==> images/final_placement.png <==
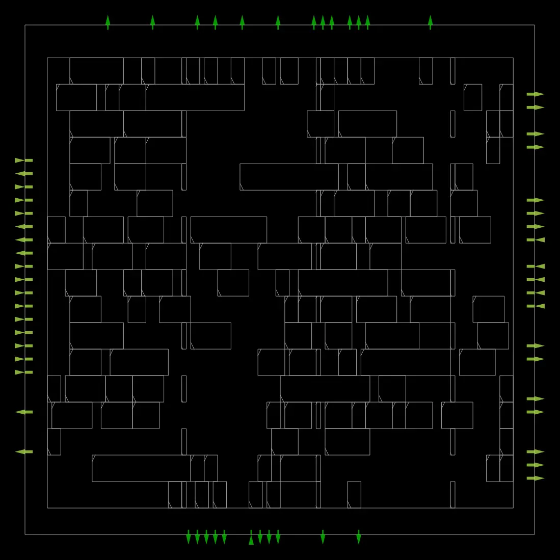
==> images/wire_density.png <==
Scale: 8 px per um. 10 x 10 tiles, from dark purple (low) to yellow (high), scaled to the fullest tile. Values are wire area over tile area, all layers added.
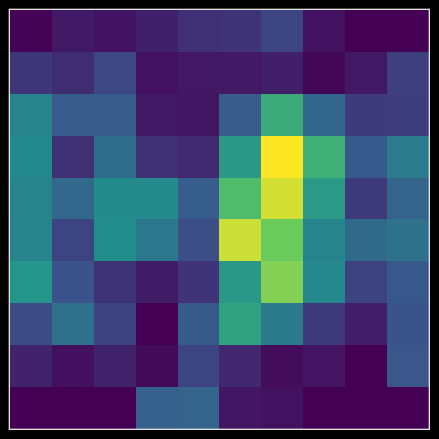
==> images/drive_strength.png <==
Scale: 6 px per um.
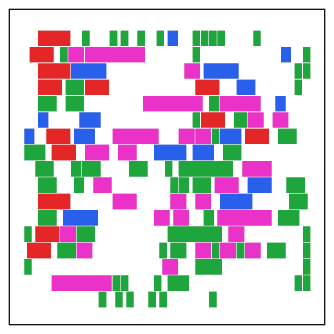
==> images/met2.png <==
Scale: 10 px per um. Cells faint in the background.
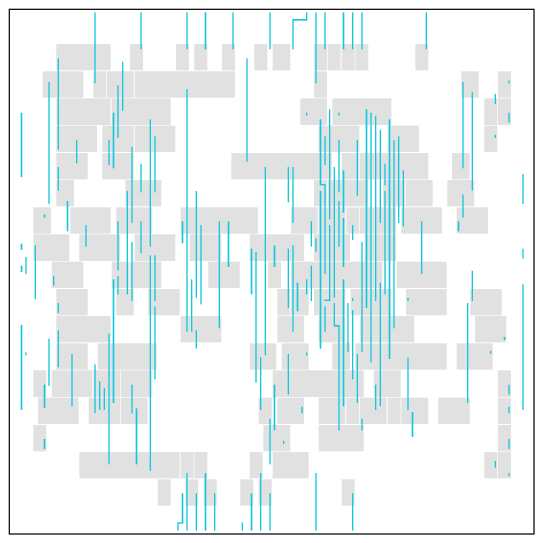
**src/rtl/hazard_pkg.sv**
```systemverilog
// hazard_pkg: shared FSM state encoding, forwarding source codes and the
// per-operand forwarding select used by the hazard controller.
package hazard_pkg;
   typedef enum logic [1:0] {
      RUN        = 2'd0,
      LOAD_STALL = 2'd1,
      FLUSH      = 2'd2,
      MEM_WAIT   = 2'd3
   } state_t;
   localparam logic [1:0] FWD_RF    = 2'd0;
   localparam logic [1:0] FWD_EXMEM = 2'd1;
   localparam logic [1:0] FWD_MEMWB = 2'd2;
   // EX is younger than MEM, so on a double match its value is the live one
   function automatic logic [1:0] fwd_sel(input logic [1:0] rs, input logic uses,
                                          input logic [1:0] ex_rd, input logic ex_we,
                                          input logic [1:0] mem_rd, input logic mem_we);
      return (uses && ex_we && rs == ex_rd) ? FWD_EXMEM :
             (uses && mem_we && rs == mem_rd) ? FWD_MEMWB : FWD_RF;
   endfunction
endpackage

```
**src/rtl/fwd_unit.sv**
```systemverilog
// fwd_unit: combinational operand forwarding selects for both ID source registers.
module fwd_unit
   import hazard_pkg::*;
(
   input  logic [1:0] ID_RS_A,
   input  logic [1:0] ID_RS_B,
   input  logic       ID_USES_A,
   input  logic       ID_USES_B,
   input  logic [1:0] EX_RD_SEL,
   input  logic       EX_RF_WE,
   input  logic [1:0] MEM_RD_SEL,
   input  logic       MEM_RF_WE,
   output logic [1:0] FWD_A,
   output logic [1:0] FWD_B
);
   assign FWD_A = fwd_sel(ID_RS_A, ID_USES_A, EX_RD_SEL, EX_RF_WE, MEM_RD_SEL, MEM_RF_WE);
   assign FWD_B = fwd_sel(ID_RS_B, ID_USES_B, EX_RD_SEL, EX_RF_WE, MEM_RD_SEL, MEM_RF_WE);
endmodule

```
**src/rtl/hazard_ctrl.sv**
```systemverilog
// hazard_ctrl: pipeline stall/flush FSM with forwarding; optional saturating
// stall/flush performance counters enabled by macro HAZARD_PERF_CNT_EN.
module hazard_ctrl
   import hazard_pkg::*;
(
   input  logic        clk,
   input  logic        rst,
   input  logic [1:0]  ID_RS_A,
   input  logic [1:0]  ID_RS_B,
   input  logic        ID_USES_A,
   input  logic        ID_USES_B,
   input  logic [1:0]  EX_RD_SEL,
   input  logic        EX_RF_WE,
   input  logic        EX_IS_LOAD,
   input  logic [1:0]  MEM_RD_SEL,
   input  logic        MEM_RF_WE,
   input  logic        EX_BRANCH_TAKEN,
   input  logic        EX_ret_enable,
   input  logic        MEM_DM_REQ,
   input  logic        DM_READY,
   output logic        PC_STALL,
   output logic        IF_ID_STALL,
   output logic        IF_ID_FLUSH,
   output logic        ID_EX_FLUSH,
   output logic        EX_MEM_STALL,
   output logic [1:0]  FWD_A,
   output logic [1:0]  FWD_B,
   output logic [1:0]  STATE,
   output logic [15:0] STALL_CNT,
   output logic [15:0] FLUSH_CNT
);
   state_t state, state_nxt;
   logic   load_use, pc_s, ifid_s, ifid_f, idex_f, exmem_s;

   fwd_unit u_fwd (
      .ID_RS_A(ID_RS_A), .ID_RS_B(ID_RS_B), .ID_USES_A(ID_USES_A), .ID_USES_B(ID_USES_B),
      .EX_RD_SEL(EX_RD_SEL), .EX_RF_WE(EX_RF_WE), .MEM_RD_SEL(MEM_RD_SEL),
      .MEM_RF_WE(MEM_RF_WE), .FWD_A(FWD_A), .FWD_B(FWD_B)
   );

   assign load_use = EX_IS_LOAD && EX_RF_WE &&
                     ((ID_USES_A && ID_RS_A == EX_RD_SEL) || (ID_USES_B && ID_RS_B == EX_RD_SEL));

   always_ff @(posedge clk or posedge rst)
      if (rst) state <= RUN;
      else state <= state_nxt;

   always_comb begin
      state_nxt = state;
      pc_s = 1'b0;
      ifid_s = 1'b0;
      ifid_f = 1'b0;
      idex_f = 1'b0;
      exmem_s = 1'b0;
      case (state)
         RUN:
            if (MEM_DM_REQ && !DM_READY) begin
               {pc_s, ifid_s, exmem_s} = 3'b111;
               state_nxt = MEM_WAIT;
            end else if (EX_BRANCH_TAKEN || EX_ret_enable) begin
               {ifid_f, idex_f} = 2'b11;
               state_nxt = FLUSH;
            end else if (load_use) begin
               {pc_s, ifid_s, idex_f} = 3'b111;
               state_nxt = LOAD_STALL;
            end
         LOAD_STALL: state_nxt = RUN;
         FLUSH: begin
            ifid_f = 1'b1;
            state_nxt = RUN;
         end
         MEM_WAIT: begin
            {pc_s, ifid_s, exmem_s} = 3'b111;
            if (DM_READY) state_nxt = RUN;
         end
         default: state_nxt = RUN;
      endcase
   end

   // Gate with rst so controls drop at once, not at the next edge
   assign PC_STALL     = pc_s && !rst;
   assign IF_ID_STALL  = ifid_s && !rst;
   assign IF_ID_FLUSH  = ifid_f && !rst;
   assign ID_EX_FLUSH  = idex_f && !rst;
   assign EX_MEM_STALL = exmem_s && !rst;
   assign STATE        = state;

`ifdef HAZARD_PERF_CNT_EN
   always_ff @(posedge clk or posedge rst)
      if (rst) begin
         STALL_CNT <= '0;
         FLUSH_CNT <= '0;
      end else begin
         if (PC_STALL && STALL_CNT != 16'hFFFF) STALL_CNT <= STALL_CNT + 16'd1;
         if ((IF_ID_FLUSH || ID_EX_FLUSH) && FLUSH_CNT != 16'hFFFF) FLUSH_CNT <= FLUSH_CNT + 16'd1;
      end
`else
   assign STALL_CNT = '0;
   assign FLUSH_CNT = '0;
`endif
endmodule

```
**config.mk**
```make
export PLATFORM = sky130hd
export DESIGN_NAME = hazard_ctrl
export DESIGN_NICKNAME = d
export VERILOG_FILES = /design/src/rtl/hazard_pkg.sv /design/src/rtl/fwd_unit.sv /design/src/rtl/hazard_ctrl.sv
export SDC_FILE = /design/constraint.sdc
export NUM_CORES = 1
export LEC_CHECK = 0
export CORE_MARGIN = 2
export CORE_UTILIZATION = 27
export DETAILED_ROUTE_END_ITERATION = 8
export MAX_ROUTING_LAYER = met4
export PLACE_DENSITY_LB_ADDON = 0.12
export SETUP_SLACK_MARGIN = 0.15
export SLEW_MARGIN = 20
export SYNTH_ARGS = -nofsm -noshare
export SYNTH_HDL_FRONTEND = slang
export SYNTH_SLANG_ARGS = --single-unit
export TNS_END_PERCENT = 30
```
**constraint.sdc**
```tcl
create_clock -name clk -period 1.9 [get_ports clk]
set_clock_uncertainty 0.15 [all_clocks]
set_input_delay 0.57 -clock clk [delete_from_list [all_inputs] [get_ports clk]]
set_output_delay 0.57 -clock clk [all_outputs]
set_load 0.005 [all_outputs]
```
==> reports/results.txt <==
HP Start -> STATE[1]
grt ovf -> 0
arrival time worst endpoint -> 1610 ps
Post-Synthesis Cell Area -> 631 sq um
Unique masters post-synth -> 24
status -> finished with violations
final setup fails -> 10
I/O pins -> 62
clk latency late pin -> 240 ps
largest power group -> combinational logic
input/output buffers -> 29
Power Internal -> 0.000386 W
GRT busiest layer -> met2
TritonCTS buffer count -> 3
Flops after synth -> 2
P_leak -> 0.549 nW
met2 WL post-DR -> 856 um
critical path fanouts, max -> 3
CP most frequent cell -> buf_6
Hold-fix buffers, CTS -> 0
CP Launch Type -> primary input
R2R depth -> 6
Combinational Area -> 567 sq um
Most common reg cell -> dfrtp_1
CP required -> 1180 ps
async set-reset flop share out of synthesis -> 1.00
Simple-Gate Area Share -> 0.151
Hold EP -> STATE[1]
CP Capture Point -> PC_STALL
TritonCTS clock tree -> done
wl on met1 -> 548 um
RSZ-0062 raised after global routing -> true
final worst slack -> -429 ps
Resize count post-CTS -> 103
HPWL reported at the end of detailed placement -> 1280 um
largest net degree at the start of global routing -> 6
Psw -> 0.000245 W
Avg WL per Cell -> 10.5 um
Layout Nets -> 150
post-layout util -> 0.504
fin crit share -> 1.23
Initial Utilization -> 0.285
comb area leader -> buffers and inverters
Max H-tree Level -> 1
max layer used -> met4
failing checks -> setup timing
kind of critical path -> primary input to primary output
crit end category -> primary output
XORs/XNORs by Area -> 0.111
Final Max Slew Viols -> 0
switching portion of total power -> 0.389
YS chip area -> 631 sq um
Via density -> 3.99
ao+oa area frac -> 0.177
cell chain of the critical path -> buf_8 -> xnor2_2 -> and3_4 -> o211ai_4 -> buf_6 -> buf_6 -> o21bai_4 -> buf_2
setup repair bufs after CTS -> 2
Flop area -> 50.0 sq um
GRT met2 Usage -> 0.235
met1 Track Usage GR -> 0.112
Fmax -> 0.429 GHz
## Picture notes: final_placement.png
Finished Layout Cells: 154
Core ar.: 2210 sq um
number of fill cells: 235
tap cells: 28
sequential cell area share: 0.0449

## Picture notes: wire_density.png
The fullest tile reaches 0.39. 13% of the tiles are over half the peak. 12% of the tiles are nearly empty. The densest ninth of the die: center. The mean over all tiles is 0.10.
WL final: 1620 um
GRT Total Usage: 0.131
vias: 614

## Picture notes: drive_strength.png
Key: drive 2 = blue [cells 16, share 13%]; drive 1 or less = green [cells 68, share 54%]; drive 6 and up = red [cells 13, share 10%]; drive 3 to 4 = magenta [cells 29, share 23%]

## Picture notes: met2.png
The wires run mostly vertical. 138 nets have wire on it. The layer carries 857 um of wire. The layer holds 53% of the routed length. The longest straight run is 24.8 um.

Yosys cell counts, types with 2 or more instances:
cell type / instances / area share
inv_1: 4 / 0.024
and2_1: 2 / 0.020
ha_1: 3 / 0.060
o21ai_0: 2 / 0.016
nand3_1: 3 / 0.024
dfrtp_1: 2 / 0.079
nor3_1: 4 / 0.032
xor2_1: 2 / 0.028
buf_4: 33 / 0.39
xnor2_1: 6 / 0.083
nor2_1: 4 / 0.024
worst register-to-register path: cells and delay by family (launching register included):
kind / cells / cell delay (ps)
buf+inv: 1 / 130
compound gates: 3 / 450
simple gates: 1 / 130
fa+ha+maj: 1 / 190
flops: 1 / 340
metrics by stage:
stage | hold slack (ps) | cells | power [W] | TNS (ps) | setup slack [ps]
floorplan | 170 | 109 | 0.000304 | -416 | -167
global placement | 471 | 149 | 0.000466 | -10500 | -1260
detailed placement | 479 | 149 | 0.000471 | -10620 | -1290
CTS | 489 | 154 | 0.000618 | -2890 | -492
global route | 519 | 154 | 0.000684 | -3200 | -479
finish | 484 | 154 | 0.000631 | -2720 | -429
area by class of cell:
cell class	count	share of cell area
clock buffer	3	0.0202
inverter	4	0.0135
multi-input combinational	70	0.508
sequential	2	0.0449
tap	28	0.0314
timing repair buffer	47	0.382
cells in the final DEF (no fill, tap or decap), types with 3 or more instances in the layout:
| cell | netlist | routed |
|---|---|---|
| buf_2 | 0 | 5 |
| buf_4 | 33 | 14 |
| buf_6 | 0 | 10 |
| buf_8 | 0 | 3 |
| clkbuf_4 | 0 | 3 |
| conb_1 | 1 | 32 |
| dlygate4sd2_1 | 0 | 11 |
| inv_1 | 4 | 4 |
| nand3_1 | 3 | 3 |
| nor2_1 | 4 | 3 |
| nor3_2 | 0 | 4 |
Power and IR drop assume default switching activity.
